===== src/rtl/reflex_pkg.sv =====
// Shared state encoding and register map for the reflex trigger conditioner.
package reflex_pkg;

    typedef enum logic [1:0] {
        StIdle = 2'd0,
        StFire = 2'd1,
        StWait = 2'd2,
        StHold = 2'd3
    } reflex_state_e;

    localparam logic [4:0]  OffCtrl    = 5'h00;
    localparam logic [4:0]  OffHoldoff = 5'h04;
    localparam logic [4:0]  OffStatus  = 5'h08;
    localparam logic [4:0]  OffIssued  = 5'h0C;
    localparam logic [4:0]  OffDropped = 5'h10;

    localparam logic [15:0] HoldoffRst = 16'd100;

endpackage


===== src/rtl/reflex_ahb_regs.sv =====
// Zero-wait AHB-Lite slave holding the config registers and muxing status for readback.
module reflex_ahb_regs
    import reflex_pkg::*;
#(
    parameter int unsigned ADDR_WIDTH = 32,
    parameter int unsigned DATA_WIDTH = 32,
    parameter int unsigned CNT_WIDTH  = 16
) (
    input  logic                  clk,
    input  logic                  rst,
    input  logic [ADDR_WIDTH-1:0] haddr,
    input  logic [DATA_WIDTH-1:0] hwdata,
    output logic [DATA_WIDTH-1:0] hrdata,
    input  logic                  hwrite,
    input  logic [1:0]            htrans,
    input  logic                  hsel,
    input  logic                  hready_in,
    output logic                  hready_out,
    output logic                  hresp,
    output logic                  ctrl_en,
    output logic                  ctrl_irq_en,
    output logic [15:0]           holdoff,
    output logic                  clr_issued,
    output logic                  clr_dropped,
    output logic                  clr_sticky,
    input  logic [1:0]            st_state,
    input  logic                  st_pending,
    input  logic                  st_sticky,
    input  logic [CNT_WIDTH-1:0]  issued,
    input  logic [CNT_WIDTH-1:0]  dropped
);

    logic                  acc;
    logic                  wr_q, wr_d;
    logic [2:0]            widx_q, widx_d;
    logic                  en_q, en_d;
    logic                  irq_en_q, irq_en_d;
    logic [15:0]           holdoff_q, holdoff_d;
    logic [DATA_WIDTH-1:0] hrdata_q, hrdata_d;
    logic [DATA_WIDTH-1:0] rd_val;
    logic                  unused_bus;

    assign acc = hsel & htrans[1] & hready_in;
    assign unused_bus = ^{haddr[ADDR_WIDTH-1:5], haddr[1:0], hwdata[DATA_WIDTH-1:16], htrans[0]};

    always_comb begin
        rd_val = '0;
        case ({haddr[4:2], 2'b00})
            OffCtrl:    rd_val[1:0] = {irq_en_q, en_q};
            OffHoldoff: rd_val[15:0] = holdoff_q;
            OffStatus:  rd_val[3:0] = {st_sticky, st_pending, st_state};
            OffIssued:  rd_val[CNT_WIDTH-1:0] = issued;
            OffDropped: rd_val[CNT_WIDTH-1:0] = dropped;
            default:    rd_val = '0;
        endcase
    end

    // Address phase is latched here; the write lands at the end of the data phase.
    always_comb begin
        wr_d        = acc & hwrite;
        widx_d      = haddr[4:2];
        hrdata_d    = (acc && !hwrite) ? rd_val : '0;
        en_d        = en_q;
        irq_en_d    = irq_en_q;
        holdoff_d   = holdoff_q;
        clr_issued  = 1'b0;
        clr_dropped = 1'b0;
        clr_sticky  = 1'b0;
        if (wr_q) begin
            case ({widx_q, 2'b00})
                OffCtrl: begin
                    en_d     = hwdata[0];
                    irq_en_d = hwdata[1];
                end
                OffHoldoff: holdoff_d   = hwdata[15:0];
                OffStatus:  clr_sticky  = hwdata[3];
                OffIssued:  clr_issued  = 1'b1;
                OffDropped: clr_dropped = 1'b1;
                default:    ;
            endcase
        end
    end

    always_ff @(posedge clk) begin
        if (rst) begin
            wr_q      <= 1'b0;
            widx_q    <= 3'd0;
            en_q      <= 1'b0;
            irq_en_q  <= 1'b0;
            holdoff_q <= HoldoffRst;
            hrdata_q  <= '0;
        end else begin
            wr_q      <= wr_d;
            widx_q    <= widx_d;
            en_q      <= en_d;
            irq_en_q  <= irq_en_d;
            holdoff_q <= holdoff_d;
            hrdata_q  <= hrdata_d;
        end
    end

    assign hrdata      = hrdata_q;
    assign hready_out  = 1'b1;
    assign hresp       = 1'b0;
    assign ctrl_en     = en_q;
    assign ctrl_irq_en = irq_en_q;
    assign holdoff     = holdoff_q;

endmodule


===== src/rtl/reflex_trigger_conditioner.sv =====
// Conditions raw reflex events into fixed-width CIM trigger pulses with one-deep queueing,
// completion wait with timeout, and a programmable re-arm holdoff.
module reflex_trigger_conditioner
    import reflex_pkg::*;
#(
    parameter int unsigned ADDR_WIDTH     = 32,
    parameter int unsigned DATA_WIDTH     = 32,
    parameter int unsigned PULSE_CYCLES   = 4,
    parameter int unsigned TIMEOUT_CYCLES = 1024,
    parameter int unsigned CNT_WIDTH      = 16
) (
    input  logic                  clk,
    input  logic                  rst,
    input  logic [ADDR_WIDTH-1:0] haddr,
    input  logic [DATA_WIDTH-1:0] hwdata,
    output logic [DATA_WIDTH-1:0] hrdata,
    input  logic                  hwrite,
    input  logic [1:0]            htrans,
    input  logic                  hsel,
    input  logic                  hready_in,
    output logic                  hready_out,
    output logic                  hresp,
    input  logic                  trig_in,
    input  logic                  cim_done,
    output logic                  trig_out,
    output logic                  irq
);

    logic                 ctrl_en, ctrl_irq_en;
    logic [15:0]          holdoff;
    logic                 clr_issued, clr_dropped, clr_sticky;
    reflex_state_e        state_q, state_d;
    logic [31:0]          cnt_q, cnt_d;
    logic                 trig_in_q, trig_in_dly_q;
    logic                 trig_out_q, trig_out_d;
    logic                 pending_q, pending_d;
    logic                 sticky_q, sticky_d;
    logic [CNT_WIDTH-1:0] issued_q, issued_d;
    logic [CNT_WIDTH-1:0] dropped_q, dropped_d;
    logic                 ev, fire, set_sticky;

    reflex_ahb_regs #(
        .ADDR_WIDTH (ADDR_WIDTH),
        .DATA_WIDTH (DATA_WIDTH),
        .CNT_WIDTH  (CNT_WIDTH)
    ) u_regs (
        .clk         (clk),
        .rst         (rst),
        .haddr       (haddr),
        .hwdata      (hwdata),
        .hrdata      (hrdata),
        .hwrite      (hwrite),
        .htrans      (htrans),
        .hsel        (hsel),
        .hready_in   (hready_in),
        .hready_out  (hready_out),
        .hresp       (hresp),
        .ctrl_en     (ctrl_en),
        .ctrl_irq_en (ctrl_irq_en),
        .holdoff     (holdoff),
        .clr_issued  (clr_issued),
        .clr_dropped (clr_dropped),
        .clr_sticky  (clr_sticky),
        .st_state    (state_q),
        .st_pending  (pending_q),
        .st_sticky   (sticky_q),
        .issued      (issued_q),
        .dropped     (dropped_q)
    );

    // trig_in is registered once before edge detection, giving the two-cycle trigger latency.
    assign ev = trig_in_q & ~trig_in_dly_q & ctrl_en;

    always_comb begin
        state_d    = state_q;
        cnt_d      = cnt_q;
        trig_out_d = 1'b0;
        fire       = 1'b0;
        set_sticky = 1'b0;
        unique case (state_q)
            StIdle: begin
                if ((ev || pending_q) && ctrl_en) begin
                    fire       = 1'b1;
                    state_d    = StFire;
                    cnt_d      = 32'(PULSE_CYCLES - 1);
                    trig_out_d = 1'b1;
                end
            end
            StFire: begin
                if (cnt_q == 32'd0) begin
                    state_d = StWait;
                end else begin
                    cnt_d      = cnt_q - 32'd1;
                    trig_out_d = 1'b1;
                end
            end
            StWait: begin
                if (cim_done) begin
                    state_d = StHold;
                    cnt_d   = 32'(holdoff);
                end else if (cnt_q == 32'(TIMEOUT_CYCLES - 1)) begin
                    state_d    = StHold;
                    cnt_d      = 32'(holdoff);
                    set_sticky = 1'b1;
                end else begin
                    cnt_d = cnt_q + 32'd1;
                end
            end
            StHold: begin
                // A holdoff of 0 or 1 both give a single HOLD cycle.
                if (cnt_q <= 32'd1) begin
                    state_d = StIdle;
                    cnt_d   = 32'd0;
                end else begin
                    cnt_d = cnt_q - 32'd1;
                end
            end
            default: state_d = StIdle;
        endcase

        pending_d = pending_q;
        dropped_d = dropped_q;
        if (fire) begin
            pending_d = 1'b0;
        end else if (ev && state_q != StIdle) begin
            if (!pending_q) begin
                pending_d = 1'b1;
            end else if (dropped_q != '1) begin
                dropped_d = dropped_q + 1'b1;
            end
        end
        if (!ctrl_en) pending_d = 1'b0;
        if (clr_dropped) dropped_d = '0;

        issued_d = issued_q;
        if (clr_issued) begin
            issued_d = '0;
        end else if (fire && issued_q != '1) begin
            issued_d = issued_q + 1'b1;
        end

        sticky_d = (sticky_q & ~clr_sticky) | set_sticky;
    end

    always_ff @(posedge clk) begin
        if (rst) begin
            state_q       <= StIdle;
            cnt_q         <= 32'd0;
            trig_in_q     <= 1'b0;
            trig_in_dly_q <= 1'b0;
            trig_out_q    <= 1'b0;
            pending_q     <= 1'b0;
            sticky_q      <= 1'b0;
            issued_q      <= '0;
            dropped_q     <= '0;
        end else begin
            state_q       <= state_d;
            cnt_q         <= cnt_d;
            trig_in_q     <= trig_in;
            trig_in_dly_q <= trig_in_q;
            trig_out_q    <= trig_out_d;
            pending_q     <= pending_d;
            sticky_q      <= sticky_d;
            issued_q      <= issued_d;
            dropped_q     <= dropped_d;
        end
    end

    assign trig_out = trig_out_q;
    assign irq      = sticky_q & ctrl_irq_en;

endmodule


===== config.mk =====
export PLATFORM = sky130hd
export DESIGN_NAME = reflex_trigger_conditioner
export DESIGN_NICKNAME = d
export VERILOG_FILES = /design/src/rtl/reflex_pkg.sv /design/src/rtl/reflex_ahb_regs.sv /design/src/rtl/reflex_trigger_conditioner.sv
export SDC_FILE = /design/constraint.sdc
export NUM_CORES = 1
export LEC_CHECK = 0
export CAP_MARGIN = 15
export CORE_MARGIN = 3
export CORE_UTILIZATION = 30
export DETAILED_ROUTE_END_ITERATION = 16
export PLACE_DENSITY = 0.51
export SYNTH_ARGS = -nofsm -noshare
export SYNTH_HDL_FRONTEND = slang
export SYNTH_SLANG_ARGS = --single-unit

===== constraint.sdc =====
create_clock -name clk -period 3.8 [get_ports clk]
set_clock_uncertainty 0.2 [all_clocks]
set_input_delay 0.57 -clock clk [delete_from_list [all_inputs] [get_ports clk]]
set_output_delay 0.57 -clock clk [all_outputs]
set_load 0.02 [all_outputs]

run_1/m1.png
Supply wires on this layer in grey.
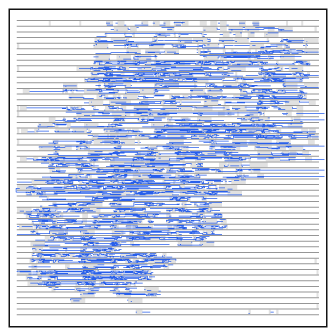
779 nets have wire on it. The wires run mostly horizontal. The layer carries 9,840 um of wire. The longest straight run is 64.9 um.
final wirelength: 19,270 um
global-route met1 utilization: 24.89%
routed vias: 5,870

run_1/sizing.png
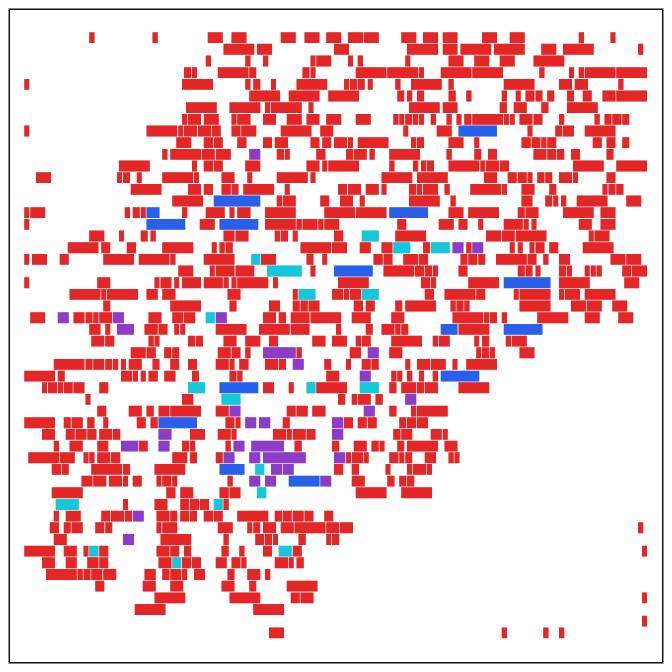
x3 and x4: marked purple, cells 34, share 4.1%. x6 and larger: marked blue, cells 15, share 1.8%. x2: marked cyan, cells 19, share 2.3%. x1 and smaller: marked red, cells 768, share 92%.
Final Cell Area: 7426 um^2
nonclk buf count: 73
final worst slack: 0.4659 ns
area delta synth->final: 16.19%

run_1/class_map.png
Scale bar: 50 um.
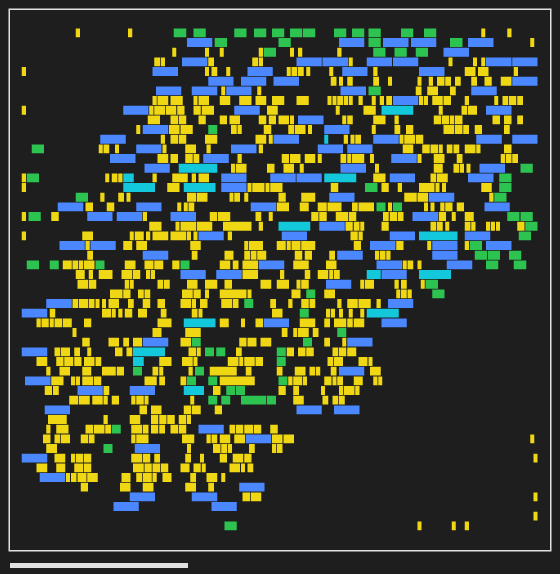
registers: marked blue, cells 109. remaining buffers and delay cells: marked green, cells 73. remaining logic cells: marked yellow, cells 638. clock drivers and dummy loads: marked cyan, cells 16.
Std-Cell Rows: 52
Finished Core Util: 36.12%
flop share of the area: 29.38%
core box area: 20,560 um^2

run_1/clock_nets.png
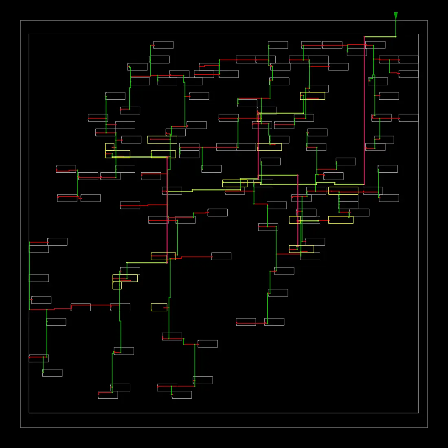
Late-Pin Clk Latency: 0.36 ns
flop count: 109
P_clk: 1.07 mW
total clock sinks: 109

## run 1: how the worst max path moves through the flow
stage,to,slack [ns],cells after the start
2_1_floorplan,cnt_q[31]$_SDFFE_PP0P_,0.64,10
3_3_place_gp,cnt_q[29]$_SDFFE_PP0P_,0.50,7
3_5_place_dp,cnt_q[31]$_SDFFE_PP0P_,0.49,7
4_1_cts,cnt_q[31]$_SDFFE_PP0P_,0.48,7
5_1_grt,cnt_q[19]$_SDFFE_PP0P_,0.31,7
6_report,cnt_q[29]$_SDFFE_PP0P_,0.47,7
## run 1: cell type report
class	instances	area, um^2
Clock inverter	6	105.1
Clock buffer	10	229.0
Fill cell	2242	13130
Inverter	21	78.83
Timing Repair Buffer	73	670.6
Multi-Input combinational cell	617	3822
Sequential cell	109	2182
Tap cell	270	337.8
==> impl_metrics.json, run 1 <==
{
  "power.density_nw_per_um2": 455.4,
  "busiest_layer": "met1",
  "cp_max_fo": 13,
  "top_cell": "dfxtp_1",
  "top_cell_area_share_pct": 34.14,
  "use_met3_pct": 2.730,
  "yosys_warnings": 0,
  "firstDrtPassIters": 5,
  "dpl-instance-area_um2": 7092,
  "path_class": "reg -> reg",
  "dieArea_um2": 23090,
  "fp.dieH_um": 152.0,
  "critPathRequiredTime_ns": 3.86,
  "hold_slack_ns": 0.2620,
  "nNetsFinal": 913,
  "p_total_mw": 3.382,
  "synthXorXnorAreaFrac_pct": 6.167,
  "path_buffers": 1,
  "final_hold_viol_count": 0,
  "hp-class": "reg -> reg",
  "place_congestion": 0.8588,
  "period_used_pct": 87.74,
  "drtIter0Drc": 530,
  "power.share.combinational_pct": 32.5,
  "final_common_cell": "dfxtp_1",
  "postSynthCellCount": 806,
  "rsz0062_at_grt": "false",
  "wl_met2_um": 8281,
  "yosys.stat.seqShare_pct": 34.14,
  "path_cells": "or4_1, or4_1, buf_4, o31a_1, nand2_1, o21bai_1, a22o_1",
  "hold_end": "trig_in_dly_q$_SDFF_PP0_",
  "setup_viol": 0,
  "synthDistinctLibCells": 66,
  "yosys_cells": 806,
  "ys_ff": 109,
  "p_seq_mw": 1.21,
  "holdBufCountCts": 0,
  "top_cells_by_area": "dfxtp_1, nor2_1, nand2_1, mux2i_1, a21oi_1",
  "drive_gt1_share_pct": 8.134,
  "grt_pass1_wl_um": 30650,
  "mux_area_share_pct": 4.836,
  "internal-power_mw": 2.176,
  "drtAntennaViolNets": 0,
  "reg2reg_slack_ns": 0.47,
  "gr-total-overflow": 0,
  "post_cts_buffers": 0,
  "setup_tns_ns": 0,
  "synthAdderAreaFrac_pct": 1.762,
  "post-place-ws_ns": 0.4918,
  "mappedNetlistArea_um2": 6391,
  "common_cells": "dfxtp_1, nor2_1, nand2_1",
  "critPathArrivalTime_ns": 3.39,
  "rr_worst_depth": 7,
  "max-cap-violations": 0,
  "tool_warnings": 77,
  "hp-start": "trig_in_q$_SDFF_PP0_",
  "outcome": "finished clean",
  "hpwlAfterDp_um": 14050,
  "pin_count": 109,
  "max_freq_mhz": 299.9,
  "vdd_ir_drop_max_mv": 0.1999,
  "top_logic_kind": "simple AND/OR/NAND/NOR gates",
  "n_antenna_cell": 0,
  "grt_pass1_vias": 5254,
  "grt.total_usage_pct": 16.31,
  "grt_max_degree": 25,
  "crit_top_cell": "or4_1",
  "avgSynthCellArea_um2": 7.929,
  "layout_top_cells": "dfxtp_1, nor2_1, nand2_1, a21oi_1, clkdlybuf4s50_1",
  "drc_errors": 0,
  "regMostFlops": "cnt_q",
  "tightest_slew_ns": 1.078,
  "timing.rr.end": "cnt_q[29]$_SDFFE_PP0P_",
  "crit_family": "simple AND/OR/NAND/NOR gates",
  "largest_register_ffs": 32,
  "numCtsBuffers": 9
}
run_1/clock_wires.png
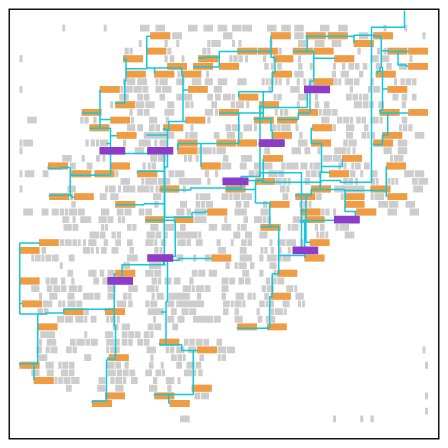

==> run 2: changes to the inputs <==
--- a/config.mk
+++ b/config.mk
@@ -8,7 +8,7 @@
 export CAP_MARGIN = 15
 export CORE_MARGIN = 3
-export CORE_UTILIZATION = 30
+export CORE_UTILIZATION = 48
 export DETAILED_ROUTE_END_ITERATION = 16
-export PLACE_DENSITY = 0.51
+export PLACE_DENSITY = 0.74
 export SYNTH_ARGS = -nofsm -noshare
 export SYNTH_HDL_FRONTEND = slang
==> constraint.sdc (replaced) <==
create_clock -name clk -period 3.8 [get_ports clk]
set_clock_uncertainty 0.2 [all_clocks]
set_input_delay 0.76 -clock clk [delete_from_list [all_inputs] [get_ports clk]]
set_output_delay 0.76 -clock clk [all_outputs]
set_load 0.02 [all_outputs]
run_2/clock_wires.png
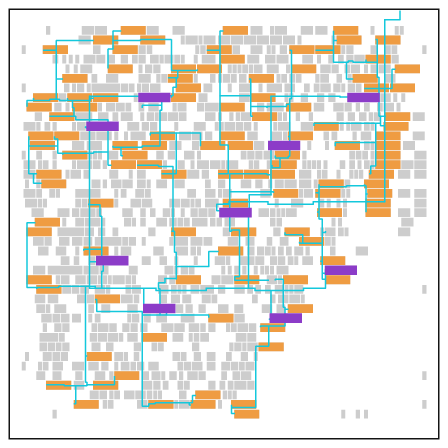
clock wires: marked cyan, length 1,390 um. clock-net drivers: marked purple, count 9. flip-flops: marked orange, count 109.
Position of the flops: widely spread.
P_clk: 948 uW
Clock power frac: 29.0%

run_2/clock_nets.png
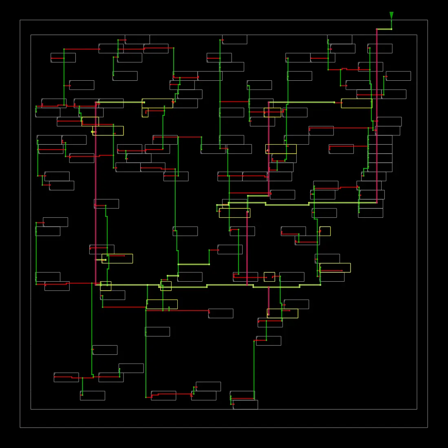
CTS buffer count: 9
clkbuf count: 11

==> run 2 against run 1 <==
Clock power decreased by about 10%. Global-route usage increased by 8.8 points. Sequential cell count unchanged. Sequential share of layout area increased by 0.89 points.
==> impl_metrics.json, run 2 <==
{
  "nMultiInputCombCells": 617,
  "sh_seq_area_pct": 30.28,
  "bufAreaShareNonClock_pct": 8.611,
  "drtIter0Drc": 779,
  "power.density_nw_per_um2": 454.0,
  "hold_slack_ns": 0.2671,
  "area.growth.synth_to_final_pct": 12.76,
  "vdd_ir_drop_max_mv": 0.4586,
  "busiest_layer": "met2",
  "grt_pass1_vias": 5837,
  "critPathArrivalTime_ns": 3.61,
  "p_leak_nw": 2.551,
  "tightest_slew_ns": 1.033,
  "grt_pass1_wl_um": 29630,
  "logic_area_um2": 3817,
  "avgSynthCellArea_um2": 7.929,
  "firstDrtPassIters": 6,
  "drc_errors": 0,
  "nNetsFinal": 908,
  "wl_met2_um": 8129,
  "holdBufCountCts": 0,
  "finish.utilization_pct": 56.20,
  "fill_cells": 1194,
  "pin_count": 109,
  "yosys.stat.seqShare_pct": 34.14,
  "cp-endpoint": "cnt_q[28]$_SDFFE_PP0P_",
  "critPathRequiredTime_ns": 3.86,
  "top_cell": "dfxtp_1",
  "hp-class": "reg -> reg",
  "async_flop_share_pct": 0,
  "timing.rr.end": "cnt_q[28]$_SDFFE_PP0P_",
  "crit_top_cell": "or4_1",
  "common_cells": "dfxtp_1, nor2_1, nand2_1",
  "htreeDepth": 3,
  "totalWireLength_um": 18380,
  "period_used_pct": 93.42,
  "hp-start": "trig_in_q$_SDFF_PP0_",
  "rr_worst_depth": 7,
  "yosys_cells": 806,
  "setup_ws_ns": 0.2500,
  "drive_gt1_share_pct": 7.581,
  "drtAntennaViolNets": 0,
  "comb_share_pct": 52.97,
  "seqCellArea_um2": 2182,
  "dominant_cells": "logic gates",
  "wl_met3_um": 1544,
  "n_antenna_cell": 0,
  "post-place-ws_ns": 0.3010,
  "grt.total_usage_pct": 25.09,
  "port_buffers": 44,
  "fp-row-count": 41,
  "synthXorXnorAreaFrac_pct": 6.167,
  "final-clk-cell-share_pct": 4.062,
  "final_hold_viol_count": 0,
  "clkSinkCount": 109,
  "tool_warnings": 77,
  "post_cts_buffers": 0,
  "gr-total-overflow": 0,
  "core_area_um2": 12820,
  "dr_total_vias": 6245,
  "top_cells_by_area": "dfxtp_1, nor2_1, nand2_1, mux2i_1, a21oi_1",
  "p_total_mw": 3.272,
  "use_met3_pct": 4.848,
  "mux_area_share_pct": 4.836,
  "synthDistinctLibCells": 66,
  "postSynthCellCount": 806,
  "grt_max_degree": 27,
  "final_area_um2": 7207,
  "dpl-instance-area_um2": 6914,
  "maxSlewViolCount": 0,
  "place_congestion": 0.9746,
  "synthAdderAreaFrac_pct": 1.762,
  "reg2reg_slack_ns": 0.25,
  "setup_viol": 0,
  "rsz0062_at_grt": "false",
  "hpwlAfterDp_um": 13330,
  "outcome": "finished clean",
  "hold_end": "trig_in_dly_q$_SDFF_PP0_",
  "path_class": "reg -> reg",
  "non_clock_buffer_count": 68,
  "crit_start": "cnt_q[20]$_SDFFE_PP0P_",
  "largest_register_ffs": 32,
  "yosys.area_share.simple_pct": 26.86,
  "grt_util_met1_pct": 35.20,
  "fp.dieH_um": 121.4,
  "relSlewSlack_pct": 30.70,
  "yosys_warnings": 0,
  "seq_cells": 109,
  "regMostFlops": "cnt_q",
  "clkLatencyLatePin_ns": 0.36,
  "ctsResizeCount": 0,
  "setup_tns_ns": 0,
  "final_common_cell": "dfxtp_1",
  "ys_ff": 109,
  "num-nonclk-inverters": 21,
  "top_logic_kind": "simple AND/OR/NAND/NOR gates",
  "top_area_cell": "dfxtp_1",
  "edf_count": 0,
  "cp_max_fo": 13,
  "dieArea_um2": 14740
}
## run 2: cell count changes in the layout (fill, tap and decap cells not counted), moves of 2 or more
cell / change
clkbuf_8: +2
buf_4: -4
inv_6: +2
bufinv_16: -2
## run 2: power by group
group / internal (mW) / switching, mW / leakage (nW)
Sequential: 1.17 / 0.0446 / 0.879
Combinational: 0.398 / 0.708 / 1.52
Clock: 0.489 / 0.459 / 0.147
Total: 2.06 / 1.21 / 2.55
## run 2: kinds of logic after synthesis
logic type,count (synthesis)
compound gates,170
xor+xnor,45
fa+ha+maj,9
buf+inv,96
flops,109
mux,29
other cells,2
simple gates,346
## run 2: worst max-delay path, delay by kind of cell, from the launching register on
family                 cells  cell delay, ns
AOI/OAI and AO/OA          3            0.84
buffers and inverters      1            0.21
DFF                        1            0.40
and+or+nand+nor            3            1.78
Power and IR drop assume default switching activity.
